$ cat config.mk
export PLATFORM = sky130hd
export DESIGN_NAME = hazard_ctrl_unit_flat
export DESIGN_NICKNAME = d
export VERILOG_FILES = /design/src/rtl/pipeline_ctrl_pkg.sv /design/src/rtl/hazard_ctrl_unit_if.sv /design/src/rtl/hazard_ctrl_unit_load_use_detect.sv /design/src/rtl/hazard_ctrl_unit.sv /design/src/flat_wrapper.sv
export SDC_FILE = /design/constraint.sdc
export NUM_CORES = 1
export LEC_CHECK = 0
export ABC_AREA = 1
export ABC_CLOCK_PERIOD_IN_PS = 2900
export CAP_MARGIN = 20
export CORE_ASPECT_RATIO = 0.7
export CORE_MARGIN = 4
export CORE_UTILIZATION = 33
export CTS_BUF_LIST = sky130_fd_sc_hd__clkbuf_4
export DETAILED_ROUTE_END_ITERATION = 7
export PLACE_DENSITY = 0.79
export SETUP_SLACK_MARGIN = 0.3
export SLEW_MARGIN = 40
export SYNTH_ARGS = -nofsm -noshare
export SYNTH_HDL_FRONTEND = slang
export SYNTH_SLANG_ARGS = --single-unit
$ cat constraint.sdc
create_clock -name clk -period 2.9 [get_ports clk]
set_input_delay 0.87 -clock clk [delete_from_list [all_inputs] [get_ports clk]]
set_output_delay 0.87 -clock clk [all_outputs]
set_load 0.1 [all_outputs]
$ cat src/rtl/pipeline_ctrl_pkg.sv
// Shared pipeline-control definitions: FSM encodings, register-zero constant, widths.
package pipeline_ctrl_pkg;

   localparam int unsigned REG_W     = 5;
   localparam int unsigned CNT_W_DEF = 5;
   localparam int unsigned PERF_W    = 32;

   localparam logic [REG_W-1:0] REG_ZERO = 5'd0;

   typedef enum logic [1:0] {
      S_RUN  = 2'd0,
      S_WAIT = 2'd1
   } state_e;

endpackage

$ cat src/rtl/hazard_ctrl_unit_if.sv
// Pipeline-side hazard inputs and stall/flush controls of hazard_ctrl_unit.
interface hazard_ctrl_unit_if;
   import pipeline_ctrl_pkg::*;

   logic [REG_W-1:0]  id_rs;
   logic [REG_W-1:0]  id_rt;
   logic              id_uses_rt;
   logic              id_jump;
   logic              ex_mem_read;
   logic [REG_W-1:0]  ex_rt;
   logic              ex_branch_taken;
   logic              mem_req;
   logic              mem_ready;
   logic              o_pc_write;
   logic              o_if_id_write;
   logic              o_if_id_flush;
   logic              o_id_ex_flush;
   logic              o_pipe_stall;
   logic              o_mem_err;
   logic [1:0]        o_state;
   logic [PERF_W-1:0] o_stall_cycles;
   logic [PERF_W-1:0] o_flush_count;

   modport master (
      output id_rs, id_rt, id_uses_rt, id_jump, ex_mem_read, ex_rt,
             ex_branch_taken, mem_req, mem_ready,
      input  o_pc_write, o_if_id_write, o_if_id_flush, o_id_ex_flush,
             o_pipe_stall, o_mem_err, o_state, o_stall_cycles, o_flush_count
   );

   modport slave (
      input  id_rs, id_rt, id_uses_rt, id_jump, ex_mem_read, ex_rt,
             ex_branch_taken, mem_req, mem_ready,
      output o_pc_write, o_if_id_write, o_if_id_flush, o_id_ex_flush,
             o_pipe_stall, o_mem_err, o_state, o_stall_cycles, o_flush_count
   );

endinterface

$ cat src/rtl/hazard_ctrl_unit_load_use_detect.sv
// Combinational load-use compare between the load in EX and the source registers in ID.
module load_use_detect
   import pipeline_ctrl_pkg::*;
(
   input  logic             ex_mem_read_i,
   input  logic [REG_W-1:0] ex_rt_i,
   input  logic [REG_W-1:0] id_rs_i,
   input  logic [REG_W-1:0] id_rt_i,
   input  logic             id_uses_rt_i,
   output logic             load_use_c_o
);

   // $0 is hard-wired, so a load targeting it never creates a dependency
   assign load_use_c_o = ex_mem_read_i && (ex_rt_i != REG_ZERO) &&
                         ((ex_rt_i == id_rs_i) || (id_uses_rt_i && (ex_rt_i == id_rt_i)));

endmodule

$ cat src/rtl/hazard_ctrl_unit.sv
// Stall/flush control for PC, IF/ID and ID/EX, with a data-memory wait FSM and timeout.
// Optional perf counters enabled by defining HAZARD_PERF_CNT_EN.
module hazard_ctrl_unit
   import pipeline_ctrl_pkg::*;
#(
   parameter int unsigned MEM_TIMEOUT = 16,
   parameter int unsigned CNT_W       = CNT_W_DEF
) (
   input  logic             clk,
   input  logic             reset,
   hazard_ctrl_unit_if.slave hz
);

   state_e           state_q, state_d;
   logic [CNT_W-1:0] cnt_q, cnt_d;
   logic             err_q, err_d;
   logic             timeout;
   logic             mem_busy;
   logic             load_use;

   load_use_detect u_load_use (
      .ex_mem_read_i (hz.ex_mem_read),
      .ex_rt_i       (hz.ex_rt),
      .id_rs_i       (hz.id_rs),
      .id_rt_i       (hz.id_rt),
      .id_uses_rt_i  (hz.id_uses_rt),
      .load_use_c_o  (load_use)
   );

   always_ff @(posedge clk or posedge reset) begin
      if (reset) begin
         state_q <= S_RUN;
         cnt_q   <= '0;
         err_q   <= 1'b0;
      end else begin
         state_q <= state_d;
         cnt_q   <= cnt_d;
         err_q   <= err_d;
      end
   end

   assign timeout  = (state_q == S_WAIT) && !hz.mem_ready &&
                     (cnt_q == CNT_W'(MEM_TIMEOUT - 1));
   assign mem_busy = ((state_q == S_RUN) && hz.mem_req && !hz.mem_ready) ||
                     ((state_q == S_WAIT) && !hz.mem_ready && !timeout);

   // Wait FSM: a timeout releases the pipeline exactly like mem_ready, but latches the error
   always_comb begin
      state_d = state_q;
      cnt_d   = cnt_q;
      err_d   = err_q;
      case (state_q)
         S_RUN: begin
            if (hz.mem_req && !hz.mem_ready) begin
               state_d = S_WAIT;
               cnt_d   = '0;
            end
         end
         S_WAIT: begin
            if (hz.mem_ready) begin
               state_d = S_RUN;
            end else if (timeout) begin
               state_d = S_RUN;
               err_d   = 1'b1;
            end else begin
               cnt_d = cnt_q + CNT_W'(1);
            end
         end
         default: state_d = S_RUN;
      endcase
   end

   // Zero-latency control outputs in priority order; a memory stall holds everything in place
   always_comb begin
      hz.o_pc_write    = 1'b1;
      hz.o_if_id_write = 1'b1;
      hz.o_if_id_flush = 1'b0;
      hz.o_id_ex_flush = 1'b0;
      hz.o_pipe_stall  = 1'b0;
      if (reset) begin
         hz.o_pc_write    = 1'b0;
         hz.o_if_id_write = 1'b0;
      end else if (mem_busy) begin
         hz.o_pipe_stall  = 1'b1;
         hz.o_pc_write    = 1'b0;
         hz.o_if_id_write = 1'b0;
      end else if (hz.ex_branch_taken) begin
         hz.o_if_id_flush = 1'b1;
         hz.o_id_ex_flush = 1'b1;
      end else if (load_use) begin
         hz.o_pc_write    = 1'b0;
         hz.o_if_id_write = 1'b0;
         hz.o_id_ex_flush = 1'b1;
      end else if (hz.id_jump) begin
         hz.o_if_id_flush = 1'b1;
      end
   end

   assign hz.o_mem_err = err_q;
   assign hz.o_state   = 2'(state_q);

`ifdef HAZARD_PERF_CNT_EN
   logic [PERF_W-1:0] stall_cnt_q, stall_cnt_d;
   logic [PERF_W-1:0] flush_cnt_q, flush_cnt_d;

   // Saturating event counters
   always_comb begin
      stall_cnt_d = stall_cnt_q;
      flush_cnt_d = flush_cnt_q;
      if (!hz.o_pc_write && (stall_cnt_q != '1)) begin
         stall_cnt_d = stall_cnt_q + PERF_W'(1);
      end
      if ((hz.o_if_id_flush || hz.o_id_ex_flush) && (flush_cnt_q != '1)) begin
         flush_cnt_d = flush_cnt_q + PERF_W'(1);
      end
   end

   always_ff @(posedge clk or posedge reset) begin
      if (reset) begin
         stall_cnt_q <= '0;
         flush_cnt_q <= '0;
      end else begin
         stall_cnt_q <= stall_cnt_d;
         flush_cnt_q <= flush_cnt_d;
      end
   end

   assign hz.o_stall_cycles = stall_cnt_q;
   assign hz.o_flush_count  = flush_cnt_q;
`else
   assign hz.o_stall_cycles = '0;
   assign hz.o_flush_count  = '0;
`endif

endmodule
$ cat src/flat_wrapper.sv
// flat-port wrapper written by rule: the top's interface ports become plain ports
module hazard_ctrl_unit_flat import pipeline_ctrl_pkg::*;
#(
   parameter int unsigned MEM_TIMEOUT = 16,
   parameter int unsigned CNT_W       = CNT_W_DEF
)
  (clk, reset, hz_id_rs, hz_id_rt, hz_id_uses_rt, hz_id_jump, hz_ex_mem_read, hz_ex_rt, hz_ex_branch_taken, hz_mem_req, hz_mem_ready, hz_o_pc_write, hz_o_if_id_write, hz_o_if_id_flush, hz_o_id_ex_flush, hz_o_pipe_stall, hz_o_mem_err, hz_o_state, hz_o_stall_cycles, hz_o_flush_count);
  hazard_ctrl_unit_if hz_i ();
  input  logic clk;
  input  logic reset;
  input wire logic [$bits(hz_i.id_rs)-1:0] hz_id_rs;
  input wire logic [$bits(hz_i.id_rt)-1:0] hz_id_rt;
  input wire logic [$bits(hz_i.id_uses_rt)-1:0] hz_id_uses_rt;
  input wire logic [$bits(hz_i.id_jump)-1:0] hz_id_jump;
  input wire logic [$bits(hz_i.ex_mem_read)-1:0] hz_ex_mem_read;
  input wire logic [$bits(hz_i.ex_rt)-1:0] hz_ex_rt;
  input wire logic [$bits(hz_i.ex_branch_taken)-1:0] hz_ex_branch_taken;
  input wire logic [$bits(hz_i.mem_req)-1:0] hz_mem_req;
  input wire logic [$bits(hz_i.mem_ready)-1:0] hz_mem_ready;
  output wire logic [$bits(hz_i.o_pc_write)-1:0] hz_o_pc_write;
  output wire logic [$bits(hz_i.o_if_id_write)-1:0] hz_o_if_id_write;
  output wire logic [$bits(hz_i.o_if_id_flush)-1:0] hz_o_if_id_flush;
  output wire logic [$bits(hz_i.o_id_ex_flush)-1:0] hz_o_id_ex_flush;
  output wire logic [$bits(hz_i.o_pipe_stall)-1:0] hz_o_pipe_stall;
  output wire logic [$bits(hz_i.o_mem_err)-1:0] hz_o_mem_err;
  output wire logic [$bits(hz_i.o_state)-1:0] hz_o_state;
  output wire logic [$bits(hz_i.o_stall_cycles)-1:0] hz_o_stall_cycles;
  output wire logic [$bits(hz_i.o_flush_count)-1:0] hz_o_flush_count;
  assign hz_i.id_rs = hz_id_rs;
  assign hz_i.id_rt = hz_id_rt;
  assign hz_i.id_uses_rt = hz_id_uses_rt;
  assign hz_i.id_jump = hz_id_jump;
  assign hz_i.ex_mem_read = hz_ex_mem_read;
  assign hz_i.ex_rt = hz_ex_rt;
  assign hz_i.ex_branch_taken = hz_ex_branch_taken;
  assign hz_i.mem_req = hz_mem_req;
  assign hz_i.mem_ready = hz_mem_ready;
  assign hz_o_pc_write = hz_i.o_pc_write;
  assign hz_o_if_id_write = hz_i.o_if_id_write;
  assign hz_o_if_id_flush = hz_i.o_if_id_flush;
  assign hz_o_id_ex_flush = hz_i.o_id_ex_flush;
  assign hz_o_pipe_stall = hz_i.o_pipe_stall;
  assign hz_o_mem_err = hz_i.o_mem_err;
  assign hz_o_state = hz_i.o_state;
  assign hz_o_stall_cycles = hz_i.o_stall_cycles;
  assign hz_o_flush_count = hz_i.o_flush_count;
  hazard_ctrl_unit #(.MEM_TIMEOUT(MEM_TIMEOUT), .CNT_W(CNT_W)) u_core (.clk(clk), .reset(reset), .hz(hz_i));
endmodule
==> images/port_nets.png <==
(4 px per um)
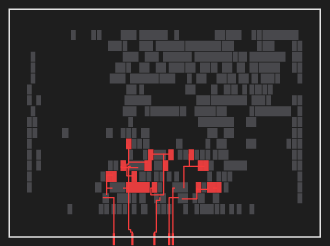
color	port	bits	direction	edge	end cells	buffers	wire
red	hz_ex_rt	5	input	bottom	17	6	138 um

==> images/metal_stack.png <==
(4 px per um)
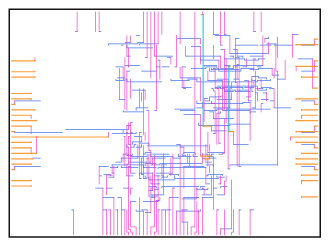
color	layer	wire length
cyan	met4	44.2 um
magenta	met2	1,190 um
blue	met1	787 um
orange	met3	200 um

==> GITHUB_STEP_SUMMARY <==
## Synthesis and layout report

| Metric | Value |
|---|---|
| Status | finished, violations left |
| Failing checks | setup timing |
| Vias in the first global route | 776 |
| Synth Cell Area | 1110 um2 |
| Cells after Synth | 166 |
| Die area | 4380 um2 |
| Clock Sink Count | 7 |
| Largest net degree at the start of global routing | 8 |
| Final Worst Setup Slack | -0.0275 ns |
| Core area | 3190 um2 |
| Logic pwr share | 0.734 |
| Area growth syn-to-layout | 25.3% |
| Nets | 237 |
| FF-to-FF path depth | 11 |
| Critical path start-end classification | flop to output pin |
| Unrepaired setup endpoints after global routing | true |
| Dpl cells | 240 |
| Top-area cell share | 0.445 |
| CTS clk-pin slew, worst paths | 0.05 ns |
| Top cells, area | buf_4 45%, dfrtp_1 16%, nand2_1 9.8% |
| Log Warnings | 29 |
| Initial antenna violation count | 0 |
| Final Setup Violations | 2 |
| Post-synth regs | 7 |
| Total CTS buffers | 3 |
| Reg power frac | 0.145 |
| P_leak | 0.819 nW |
| Worst R2R End | u_core.cnt_q[0]$_DFFE_PP0P_ |
| Net switching power | 0.542 mW |
| Top cell excl fill/tap | conb_1 |
| Required time worst endpoint | 2.03 ns |
| Post-synthesis sequential area ratio | 0.157 |
| Reg2Reg Setup Slack | 1.15 ns |
| Synth Warn # | 0 |
| Minimum clock period | 2.93 ns |
| Hold Fails Final Rpt | 0 |
| Hold endpoint | u_core.hz.o_mem_err$_DFFE_PP0P_ |
| Yosys chip area | 1110 um2 |
| Clk root buf | clkbuf_4 |
==> images/met2.png <==
(4 px per um)
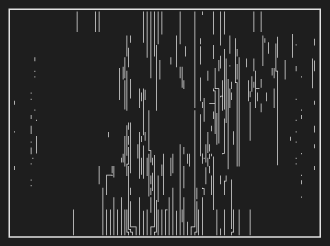
wire length on this layer	1,190 um
nets with wire on the layer	202

==> images/final_congestion.png <==
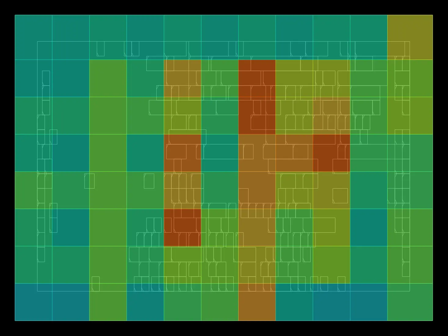
grt met3 use: 0.0144
GRT Total Usage: 0.0893
grt peak-use layer: met2
mean routed wirelength per cell: 8.93 um
Layout Utilization: 0.437

flip-flops by register name (all words and copies together) (netlist names):
name	flops
u_core.cnt_q	5
u_core.hz.o_mem_err	1
u_core.hz.o_state	1
stage by stage:
step                setup TNS [ns]  power, mW
finish                     -0.0458      0.823
global route                -0.371      0.855
CTS                        -0.0322      0.810
detailed placement           -1.57      0.697
global placement             -1.41      0.693
floorplan                   -0.177      0.678
cells in the mapped netlist:
library cell and count:
a21boi_2 1, a21oi_1 1, a22o_2 1, a31o_2 1, buf_4 66, conb_1 1
dfrtp_1 7, ha_1 2, inv_1 23, inv_2 3, nand2_1 29, nand2_2 1
nand3_1 4, nand4_1 1, nor2_1 11, nor2_2 3, nor3_1 4, nor3_2 1
nor3_4 1, o21a_1 1, o21ai_0 2, o22ai_1 1, xnor2_1 1
kinds of logic after synthesis:
kind of cell | Yosys count | share of synthesized area
compound gates | 8 | 0.0529
xor+xnor | 1 | 0.00788
fa+ha+maj | 2 | 0.0225
buf+inv | 92 | 0.533
flops | 7 | 0.157
other cells | 1 | 0.00337
simple gates | 55 | 0.223
metal layers:
layer | global-route usage | share of wire | routed length [um]
met1 | 0.0910 | 0.35 | 786
met2 | 0.171 | 0.54 | 1190
met3 | 0.0144 | 0.090 | 199
met4 | 0.0533 | 0.020 | 44
met5 | 0 | 0 | 0
power by group through the flow:
stage	Sequential (mW)	Clock, mW	Combinational (mW)
finish	0.119	0.100	0.604
global route	0.120	0.109	0.626
CTS	0.119	0.102	0.589
detailed placement	0.123	0	0.574
global placement	0.122	0	0.571
floorplan	0.132	0	0.546
timing repair:
action | 4_1_cts | 5_1_grt
buffers inserted | 3 | 2
pin swaps | 24 | 7
gates resized | 75 | 2
gates cloned | 0 | 0
setup endpoints to repair | 5 | 5
hold endpoints to repair | 0 | 0
layout make-up:
| cell class | instances | area share |
|---|---|---|
| clock buffers | 4 | 0.0215 |
| multi-input cells | 131 | 0.462 |
| repair buffers | 43 | 0.281 |
| flip-flops and latches | 7 | 0.127 |
| inverters | 26 | 0.0745 |
| well taps | 38 | 0.0341 |
worst max path at each step:
stage                                   to  slack, ns  cells after the start
after floorplan              hz_o_pc_write      -0.18                      7
after global placement       hz_o_pc_write      -0.36                     11
after detailed placement     hz_o_pc_write      -0.40                     11
after CTS                 hz_o_if_id_flush      -0.03                     12
after global routing      hz_o_id_ex_flush      -0.16                     11
final                     hz_o_id_ex_flush      -0.03                     11
worst max-delay path: stages, from the launching register on:
cell and delay [ns]:
dfrtp_1 0.36, ha_2 0.20, inv_2 0.04, nor3_2 0.10, ha_2 0.24, nor3_4 0.06, nor2_2 0.14, inv_2 0.07
nor2_4 0.11, buf_4 0.12, a21boi_4 0.18, buf_12 0.19
Power figures rest on the tool's default switching activity, not on a simulated workload.
